### config.mk
export PLATFORM = sky130hd
export DESIGN_NAME = fib_seq_ctrl
export DESIGN_NICKNAME = d
export VERILOG_FILES = /design/src/rtl/fib_pkg.sv /design/src/rtl/fib_seq_ctrl.sv
export SDC_FILE = /design/constraint.sdc
export NUM_CORES = 1
export LEC_CHECK = 0
export CAP_MARGIN = 20
export CELL_PAD_IN_SITES_DETAIL_PLACEMENT = 1
export CELL_PAD_IN_SITES_GLOBAL_PLACEMENT = 1
export CORE_UTILIZATION = 32
export DETAILED_ROUTE_END_ITERATION = 7
export HOLD_SLACK_MARGIN = 0.12
export PLACE_DENSITY_LB_ADDON = 0.3
export SLEW_MARGIN = 20
export SYNTH_ARGS = -nofsm -noshare
export SYNTH_HDL_FRONTEND = slang
export SYNTH_SLANG_ARGS = --single-unit
### constraint.sdc
create_clock -name clk -period 2.25 [get_ports clk]
set_clock_uncertainty 0.15 [all_clocks]
set_input_delay 0.45 -clock clk [delete_from_list [all_inputs] [get_ports clk]]
set_output_delay 0.45 -clock clk [all_outputs]
set_load 0.1 [all_outputs]
### src/rtl/fib_pkg.sv
// rtl/fib_pkg.sv - shared types and constants for the Fibonacci fill sequencer
package fib_pkg;

    typedef enum logic [2:0] {
        S_IDLE  = 3'd0,
        S_INIT0 = 3'd1,
        S_INIT1 = 3'd2,
        S_READ  = 3'd3,
        S_WRITE = 3'd4,
        S_DONE  = 3'd5
    } fib_state_t;

    localparam int FIB_MIN_N = 2;

endpackage

### src/rtl/fib_seq_ctrl.sv
// rtl/fib_seq_ctrl.sv - drives regfile and adder to fill r[0..n-1] with a Fibonacci-style series
module fib_seq_ctrl
    import fib_pkg::*;
#(
    parameter int AW = 5,
    parameter int DW = 32
) (
    input  logic          clk,
    input  logic          rst_n,
    input  logic          start,
    input  logic [DW-1:0] f0,
    input  logic [DW-1:0] f1,
    input  logic [AW:0]   n,
    output logic [AW-1:0] ra0,
    output logic [AW-1:0] ra1,
    input  logic [DW-1:0] rd0,
    input  logic [DW-1:0] rd1,
    output logic          we,
    output logic [AW-1:0] wa,
    output logic [DW-1:0] wd,
    output logic [DW-1:0] alu_a,
    output logic [DW-1:0] alu_b,
    input  logic [DW-1:0] alu_y,
    output logic          busy,
    output logic          done,
    output logic [DW-1:0] last
);

    localparam logic [AW:0] N_MIN = (AW+1)'(FIB_MIN_N);
    localparam logic [AW:0] N_MAX = {1'b1, {AW{1'b0}}};

    fib_state_t    state_q, state_d;
    logic [AW:0]   k_q, k_d;
    logic [AW:0]   n_q, n_d;
    logic [DW-1:0] f0_q, f0_d, f1_q, f1_d;
    logic [DW-1:0] opa_q, opa_d, opb_q, opb_d;
    logic [DW-1:0] last_q, last_d;
    logic [AW:0]   n_clamped;

    always_comb begin
        n_clamped = n;
        if (n < N_MIN) begin
            n_clamped = N_MIN;
        end else if (n > N_MAX) begin
            n_clamped = N_MAX;
        end
    end

    always_ff @(posedge clk) begin
        if (!rst_n) begin
            state_q <= S_IDLE;
            k_q     <= '0;
            n_q     <= '0;
            f0_q    <= '0;
            f1_q    <= '0;
            opa_q   <= '0;
            opb_q   <= '0;
            last_q  <= '0;
        end else begin
            state_q <= state_d;
            k_q     <= k_d;
            n_q     <= n_d;
            f0_q    <= f0_d;
            f1_q    <= f1_d;
            opa_q   <= opa_d;
            opb_q   <= opb_d;
            last_q  <= last_d;
        end
    end

    always_comb begin
        state_d = state_q;
        k_d     = k_q;
        n_d     = n_q;
        f0_d    = f0_q;
        f1_d    = f1_q;
        opa_d   = opa_q;
        opb_d   = opb_q;
        last_d  = last_q;
        ra0     = '0;
        ra1     = '0;
        we      = 1'b0;
        wa      = '0;
        wd      = '0;
        alu_a   = '0;
        alu_b   = '0;
        busy    = 1'b0;
        done    = 1'b0;
        last    = last_q;

        case (state_q)
            S_IDLE: begin
                if (start) begin
                    f0_d    = f0;
                    f1_d    = f1;
                    n_d     = n_clamped;
                    state_d = S_INIT0;
                end
            end
            S_INIT0: begin
                busy    = 1'b1;
                we      = 1'b1;
                wa      = '0;
                wd      = f0_q;
                last_d  = f0_q;
                state_d = S_INIT1;
            end
            S_INIT1: begin
                busy    = 1'b1;
                we      = 1'b1;
                wa      = AW'(1);
                wd      = f1_q;
                last_d  = f1_q;
                k_d     = (AW+1)'(2);
                state_d = (n_q == N_MIN) ? S_DONE : S_READ;
            end
            S_READ: begin
                // k stays below 2^AW here, so the AW-bit subtraction cannot wrap
                busy    = 1'b1;
                ra0     = k_q[AW-1:0] - AW'(2);
                ra1     = k_q[AW-1:0] - AW'(1);
                opa_d   = rd0;
                opb_d   = rd1;
                state_d = S_WRITE;
            end
            S_WRITE: begin
                busy   = 1'b1;
                alu_a  = opa_q;
                alu_b  = opb_q;
                we     = 1'b1;
                wa     = k_q[AW-1:0];
                wd     = alu_y;
                last_d = alu_y;
                if (k_q == n_q - (AW+1)'(1)) begin
                    state_d = S_DONE;
                end else begin
                    k_d     = k_q + (AW+1)'(1);
                    state_d = S_READ;
                end
            end
            S_DONE: begin
                done    = 1'b1;
                state_d = S_IDLE;
            end
            default: begin
                state_d = S_IDLE;
            end
        endcase

        // Outputs are forced quiet while reset is asserted so an aborted run writes nothing more
        if (!rst_n) begin
            ra0   = '0;
            ra1   = '0;
            we    = 1'b0;
            wa    = '0;
            wd    = '0;
            alu_a = '0;
            alu_b = '0;
            busy  = 1'b0;
            done  = 1'b0;
            last  = '0;
        end
    end

endmodule

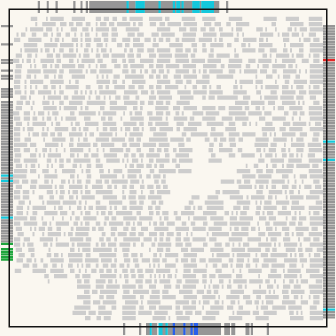
(pin placement)
Pins as bars across the die edge, other pins in grey.
legend:
  green:
    port: n
    pins: 6
    direction: input
    edge: left
  cyan:
    port: last
    pins: 32
    direction: output
    edge: 22 top, 4 bottom, 3 right, 3 left
  red:
    port: we
    pins: 1
    direction: output
    edge: right
  blue:
    port: wa
    pins: 5
    direction: output
    edge: bottom

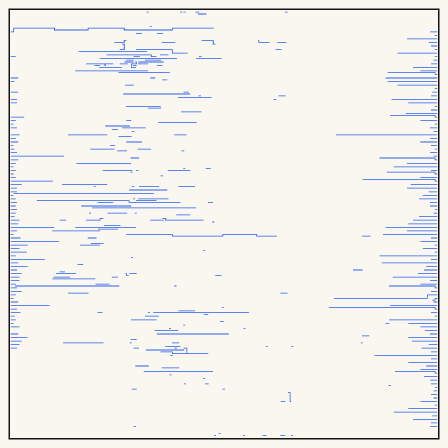
(M3 wires)
main direction: horizontal
longest straight run: 53.4 um
share of all routed wire: 6.2%
nets with wire on the layer: 278

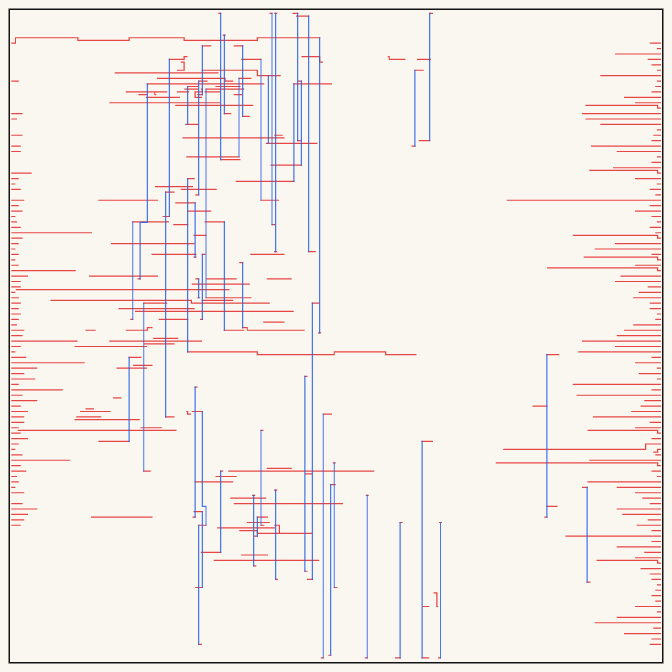
(signal wires by layer)
Two of the layers only.
legend:
  blue:
    layer: metal 4
    wire_length: 1,660 um
  red:
    layer: metal 3
    wire_length: 2,440 um

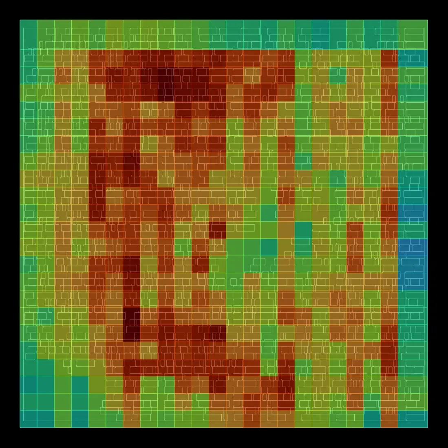
(track usage over the die)
aggregate global-route resource usage: 0.269
drt wl/cell: 22.4 um
met2 Use GR: 0.461

==> results.cfg <==
; yosys + openroad results
[yosys]
top_cell = nand2_1
synth-main-ff-cell = dfxtp_1
synthArstFlopShare = 0
yosys_area_um2 = 8370
synth_cells = 1067
synth_area_um2 = 8370
yosysTopAreaCell = dfxtp_1
synth_flops = 175
syn-num-nets = 1243
synth_top_area_share = 0.419
yosysWarnings = 0
yosysUniqueCellTypes = 50
ys_top_cells_by_count = nand2_1 (279), dfxtp_1 (175), a21boi_0 (134)
mux_share = 0.00837
synth-edff-count = 0
yosysCellCount = 1067
ys_sh_xor = 0.0158
synth.cellmix.compoundShare = 0.227
synthTopCellsByArea = dfxtp_1 (42%), nand2_1 (13%), a21boi_0 (12%), and3_1 (5.2%), nor2_1 (3.3%)
simple_gate_area_frac = 0.267
logic_family = simple AND/OR/NAND/NOR gates
syn_area_per_cell_um2 = 7.84

[clocking]
clockRootBuffer = clkbuf_16
htree_levels = 4
cts_sinks = 175
post_cts_buffers = 25
cts_tree = done
cts_buffers = 17
post_cts_resized = 61
cts.clk_slew.worst_paths_ns = 0.08
cts_hold_buf = 0
clk_latency_ns = 0.43

[final_layout]
final_util = 0.626
ff_latch_area_um2 = 3520
syn2layout_area_growth_pct = 90.0
largest_class = buffers
n_all_buffers = 428
multi_input_comb_cells = 786
comb_area_um2 = 5390
inverters_excl_clock = 14
fin_area_um2 = 15900
nets = 1598
nFlopsAndLatches = 175
nClkBuffers = 17
diodes = 1
clk_share = 0.0407
comb_area_frac = 0.339
sh_seq_area = 0.222
layout.nonclk_buf_frac = 0.369
layoutNonFillerInstCount = 1766
drive_gt1_frac = 0.342

[setup_path]
cp.depth = 7
path_class = reg2out
critPathCaptureType = output port
worst-path-buf-inv = 3
required_ns = 1.65
crit_family = buffers and inverters
rr_worst_depth = 9
cp.arrival_ns = 2.22
crit_chain = nor2b_4, nor2b_1, buf_4, a22oi_2, buf_4, o21ai_4, buf_12
endpoint = wd[31]
startpoint_type = flip-flop
cp-startpoint = state_q[1]
r2r-end = f0_q[15]
slowest_stage = dfxtp_4
critPathMostFrequentCell = buf_4
cp_slowest_stage_delay_ns = 0.40
timing.rr.start = state_q[0]
r2r_slack_ns = -0.17
critPathMaxFanout = 8

[placement]
pre_cts_ws_ns = -0.127
io_buffers = 314
place.gp.congestion = 0.864
placed_area_um2 = 14600
hpwl_um = 25100
dp.cells = 1700

[pwr]
powerClk_uw = 3280
power_frac_comb = 0.210
top_power_group = registers
p_sw_frac = 0.314
ir_drop_uv = 370
powerDensity_nw_per_um2 = 527
p_clk_frac = 0.392
power_uw = 8380
p_int_uw = 5750
powerSeq_uw = 3330
p_leak_uw = 0.00583
powerComb_uw = 1760
power.share.sequential = 0.398
switchingPower_uw = 2630

[die]
die_h_um = 164
fp.dieW_um = 164
core.rowCount = 58
nWellTaps = 330
fp.coreArea_um2 = 25400
die-area_um2 = 26800
io_pins = 315
fp-utilization = 0.329

[hold_path]
min_to = opa_q[2]
hold_depth = 2
hold_path_class = in2reg
min_from = rst_n

[route]
ant_nets = 0
wl_met1_um = 15800
drt_iter0_drc = 666
viasPerCell = 5.35
highest_layer = met4
first_pass_iters = 5
route.detailed.drc = 0
wl_met3_um = 2440
via_count = 9448
wl_met2_um = 19500
totalWireLength_um = 39500

[sta]
max_freq_ghz = 0.354
worst-slew-pin-transition_ns = 0.460
min_period_over_period = 1.26
finalHoldViolations = 0
setup_viol = 114
drv_slew = 0
min_period_ns = 2.82
fin_ws_ns = -0.574
tns_ns = -40.75
rsz0062_at_grt = yes
whs_ns = 0.214
slew_headroom = 0.691

[global_route]
overflow = 0
grt_use_met1 = 0.329
grt_max_degree = 65
grt_busiest_layer = met2
grt_pass1_wl_um = 55300
globalRouteMet3Util = 0.0460
antenna_found_initial = 1

[outcome]
violations = setup timing
status = finished with violations

[job]
warnings = 33
drv_cap = 0
